===== config.mk =====
export PLATFORM = sky130hd
export DESIGN_NAME = uart_tx_fifo
export DESIGN_NICKNAME = d
export VERILOG_FILES = /design/src/rtl/uart_tx_fifo.sv
export SDC_FILE = /design/constraint.sdc
export NUM_CORES = 1
export LEC_CHECK = 0
export CORE_MARGIN = 2
export CORE_UTILIZATION = 35
export DETAILED_ROUTE_END_ITERATION = 8
export PLACE_DENSITY = 0.48
export SETUP_SLACK_MARGIN = 0.5
export SYNTH_ARGS = -nofsm -noshare
export SYNTH_HDL_FRONTEND = slang
export SYNTH_SLANG_ARGS = --single-unit

===== constraint.sdc =====
create_clock -name CLK -period 4.5 [get_ports CLK]
set_clock_uncertainty 0.05 [all_clocks]
set_input_delay 0.45 -clock CLK [delete_from_list [all_inputs] [get_ports CLK]]
set_output_delay 0.45 -clock CLK [all_outputs]
set_load 0.03 [all_outputs]

===== src/rtl/uart_tx_fifo.sv =====
// Buffered 8N1 UART transmitter: a small circular FIFO feeding an LSB-first
// serialiser. Bytes are popped straight into the shift register, so a new
// frame follows a stop bit with no idle gap while data is queued.
module uart_tx_fifo #(
  parameter int CLK_FREQ   = 50_000_000,
  parameter int BAUD       = 115200,
  parameter int FIFO_DEPTH = 16
) (
  input  logic                          CLK,
  input  logic                          RSTb,
  input  logic                          wr_valid,
  input  logic [7:0]                    wr_data,
  output logic                          wr_ready,
  output logic [$clog2(FIFO_DEPTH):0]   fifo_level,
  output logic                          tx_busy,
  output logic                          uart_tx
);

  localparam int DIV = CLK_FREQ / BAUD;
  localparam int CW  = (DIV > 1) ? $clog2(DIV) : 1;
  localparam int AW  = $clog2(FIFO_DEPTH);
  localparam int LW  = AW + 1;
  localparam logic [CW-1:0] BAUD_LAST  = CW'(DIV - 1);
  localparam logic [LW-1:0] LEVEL_FULL = LW'(FIFO_DEPTH);

  // Reject parameter sets the datapath cannot represent.
  generate
    if (DIV < 2) begin : g_div_check
      $error("uart_tx_fifo: CLK_FREQ/BAUD must be at least 2");
    end
    if (FIFO_DEPTH < 2 || (FIFO_DEPTH & (FIFO_DEPTH - 1)) != 0) begin : g_depth_check
      $error("uart_tx_fifo: FIFO_DEPTH must be a power of two >= 2");
    end
  endgenerate

  typedef enum logic [1:0] {S_IDLE, S_START, S_DATA, S_STOP} state_t;

  logic [7:0]    mem_q [FIFO_DEPTH];
  logic [AW-1:0] wr_ptr_q, rd_ptr_q;
  logic [LW-1:0] level_q, level_d;
  logic          ready_q;

  state_t        state_q, state_d;
  logic [CW-1:0] baud_q, baud_d;
  logic [2:0]    bit_q, bit_d;
  logic [7:0]    shift_q;
  logic          tx_q, tx_d;

  logic          push, pop, fifo_nonempty, baud_done;

  assign push          = wr_valid && ready_q;
  assign fifo_nonempty = (level_q != '0);
  assign baud_done     = (baud_q == BAUD_LAST);
  assign level_d       = level_q + LW'(push) - LW'(pop);

  // FIFO storage write port; no reset so it maps onto RAM.
  always_ff @(posedge CLK) begin
    if (RSTb && push) begin
      mem_q[wr_ptr_q] <= wr_data;
    end
  end

  // FIFO read port: the head byte is captured into the shift register on a pop.
  always_ff @(posedge CLK) begin
    if (pop) begin
      shift_q <= mem_q[rd_ptr_q];
    end
  end

  // FIFO pointers, occupancy and registered ready (low while full, and during reset).
  always_ff @(posedge CLK) begin
    if (!RSTb) begin
      wr_ptr_q <= '0;
      rd_ptr_q <= '0;
      level_q  <= '0;
      ready_q  <= 1'b0;
    end else begin
      if (push) wr_ptr_q <= wr_ptr_q + AW'(1);
      if (pop)  rd_ptr_q <= rd_ptr_q + AW'(1);
      level_q <= level_d;
      ready_q <= (level_d != LEVEL_FULL);
    end
  end

  // Serialiser state register, counters and registered line output.
  always_ff @(posedge CLK) begin
    if (!RSTb) begin
      state_q <= S_IDLE;
      baud_q  <= '0;
      bit_q   <= '0;
      tx_q    <= 1'b1;
    end else begin
      state_q <= state_d;
      baud_q  <= baud_d;
      bit_q   <= bit_d;
      tx_q    <= tx_d;
    end
  end

  // Next-state logic: every line state lasts DIV cycles; pops happen from IDLE or at stop expiry.
  always_comb begin
    state_d = state_q;
    baud_d  = baud_q;
    bit_d   = bit_q;
    pop     = 1'b0;
    case (state_q)
      S_IDLE: begin
        if (fifo_nonempty) begin
          pop     = 1'b1;
          state_d = S_START;
          baud_d  = '0;
        end
      end
      S_START: begin
        if (baud_done) begin
          state_d = S_DATA;
          baud_d  = '0;
          bit_d   = '0;
        end else begin
          baud_d = baud_q + CW'(1);
        end
      end
      S_DATA: begin
        if (baud_done) begin
          baud_d = '0;
          if (bit_q == 3'd7) begin
            state_d = S_STOP;
          end else begin
            bit_d = bit_q + 3'd1;
          end
        end else begin
          baud_d = baud_q + CW'(1);
        end
      end
      S_STOP: begin
        if (baud_done) begin
          baud_d = '0;
          if (fifo_nonempty) begin
            pop     = 1'b1;
            state_d = S_START;
          end else begin
            state_d = S_IDLE;
          end
        end else begin
          baud_d = baud_q + CW'(1);
        end
      end
      default: state_d = S_IDLE;
    endcase
  end

  // Output logic: line level for the state being entered, registered into tx_q.
  always_comb begin
    tx_d = 1'b1;
    case (state_d)
      S_START: tx_d = 1'b0;
      S_DATA:  tx_d = shift_q[bit_d];
      default: tx_d = 1'b1;
    endcase
  end

  assign uart_tx    = tx_q;
  assign tx_busy    = (state_q != S_IDLE);
  assign wr_ready   = ready_q;
  assign fifo_level = level_q;

endmodule


==> images/ff_map.png <==
(2 px per um)
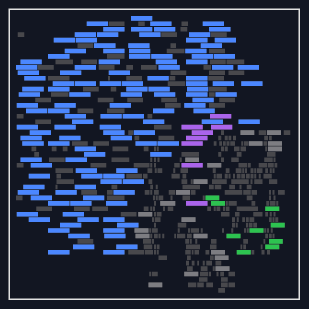
Key: blue = mem_q [sequential cells 128]; green = baud_q [sequential cells 9, where south-east]; purple = shift_q [sequential cells 8]
P_seq: 0.00186 W
final core utilization: 0.415
Sequential cell area: 4670 um^2

==> images/sizing.png <==
(2 px per um)
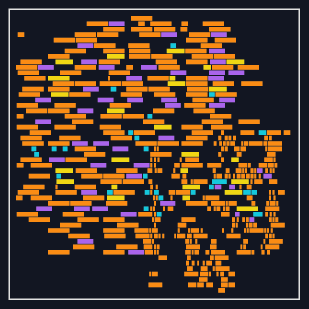
Key: cyan = x3 and x4 [cells 26, share 5.5%]; orange = x1 and smaller [cells 377, share 79%]; yellow = x6 and larger [cells 25, share 5.3%]; purple = x2 [cells 47, share 9.9%]
Non-CTS buffers: 34
setup ws final: 1.26 ns

==> images/m3.png <==
(2 px per um) Cells faint in the background.
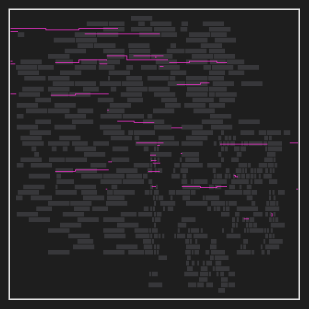
The longest straight run is 37.3 um. 21 nets have wire on it.
Routed WL: 14600 um
via count: 3668
met3 usage: 0.0397

==> run notes <==
yosys + openroad results -> cell taking the most area after synthesis=edfxtp_1, tool warning count=35, Yosys cell types=about 48, fin crit period=between 3 and 4 ns, yosys warns=0, crit end category=flop, Die Wd=144 um, Cell Area, Placed=7460 um^2, CTS resizes=0, drt wl/cell=19.7 um, GPL Wtd Cong=about 0.78, layout cells sized above 1=0.206, fill count=~1800, Buffers on Ports=18, CP startpoint kind=flop, Top area cell types=edfxtp_1, mux4_2, dfxtp_1, ha_1, nor2_1, area share, top type=0.593, final setup TNS=0 ns, Critical Path Max Stage Delay=a little under 0.6 ns, worst min path class=flop to flop, power density cells=about 550 nW/um^2, Final setup viols=0, flops & latches, synth=about 170, Max Clock Freq=a little over 300 MHz, largest net degree at the start of global routing=36, Post-Synthesis Cells=423, EDFF count, synth=between 100 and 150, gr usage total=0.152, maximum resistive drop on vdd=roughly 0.26 mV, Row Count=51, max-slew violation count=0, WHS=0.464 ns, Top Layout Cells=edfxtp_1, nor2_1, mux4_2, CTS tree=done, CTS buffer count=17, clock sink count=about 170, Final Total Pwr=0.00442 W, # Post-CTS Setup Buffers=0, Ports=19, status=completed, Core Util at FP=0.355, detailed-route DRC error count=0, Worst Max-Slew Pin Slew=1.06 ns, cell chain of the critical path=or4b_4 -> nor2_4 -> a21oi_2 -> nor3_2 -> buf_4 -> ha_1 -> inv_1 -> ha_1 -> inv_1 -> fa_1 -> inv_1 -> a21oi_1 -> nor2_1 -> nor2_1 -> xnor2_1 -> a31oi_1, vias per inst=between 4 and 5, vias in the first global route=3752
[cell type report]
class | count | share of cell area
Clock buffer | 18 | 0.0533
Clock inverter | 14 | 0.0210
Inverter | 16 | 0.00745
Multi-Input combinational cell | 228 | 0.261
Sequential cell | 165 | 0.579
Tap cell | 265 | 0.0411
Timing Repair Buffer | 34 | 0.0373
[routing by layer]
layer	wire, um	up-vias	GRT usage
li1	-	1713	-
met2	7300	53	0.252
met5	0	-	0
met1	6640	1886	0.196
met4	265	0	0.0521
met3	398	16	0.0397
[power by group]
part	switching (W)	leakage, nW	internal (W)
sequential	0.0000860	1.47	0.00177
clock	0.000630	0.290	0.000837
combinational	0.000578	0.885	0.000516
[cells by family after synthesis]
kind of cell | share of synthesized area
adder cells (fa/ha/maj) | 0.0374
AND/OR/NAND/NOR | 0.0830
multiplexers | 0.132
buffers and inverters | 0.0171
XOR/XNOR | 0.0127
flip-flops | 0.677
AND-OR/OR-AND | 0.0400
[synthesized netlist by cell type, types with 2 or more instances]
library cell and n:
edfxtp_1 136, nor2_1 47, mux4_2 40, dfxtp_1 29, nand2_1 22, ha_1 19, inv_1 16, nand3_1 14
a21oi_1 11, and2_1 8, clkbuf_1 8, o21ai_0 8, xnor2_1 6, buf_2 4, nand4_1 4, o21ai_1 4
xor2_1 4, a31oi_1 3, and3_1 3, nand3b_1 3, a22o_1 2, and3_2 2, buf_1 2, nor3_1 2
nor3b_1 2, o31a_1 2
[state kept, by name, indices dropped and copies added (netlist names), 2 cells and up]
signal and flops:
mem_q 128, baud_q 9, wr_ptr_q 4, bit_q 3
fifo_level 5, rd_ptr_q 4, state_q 2, shift_q 8
[final timing paths]
path	startpoint	to	slack (ns)	depth (start not counted)
worst max register to register	baud_q[2]$_SDFFE_PN0P_	wr_ready$_SDFF_PN0_	1.26	16
worst max-delay path	baud_q[2]$_SDFFE_PN0P_	wr_ready$_SDFF_PN0_	1.26	16
worst min-delay path	baud_q[7]$_SDFFE_PN0P_	baud_q[7]$_SDFFE_PN0P_	0.46	1
worst min register to register	baud_q[7]$_SDFFE_PN0P_	baud_q[7]$_SDFFE_PN0P_	0.46	1
[through the flow]
step,std cells,worst slack [ns]
global placement,708,1.26
detailed placement,708,1.25
CTS,740,1.23
finish,740,1.26
floorplan,423,1.10
global route,740,0.996
[worst reg2reg max path: cells and delay by family, from the launching register on]
family / cells / cell delay, ns
buffers and inverters: 4 / 0.40
AND-OR/OR-AND: 3 / 0.25
XOR/XNOR: 1 / 0.16
AND/OR/NAND/NOR: 5 / 1.09
flip-flops: 1 / 0.34
adder cells (fa/ha/maj): 3 / 0.80
Power and IR drop assume default switching activity.
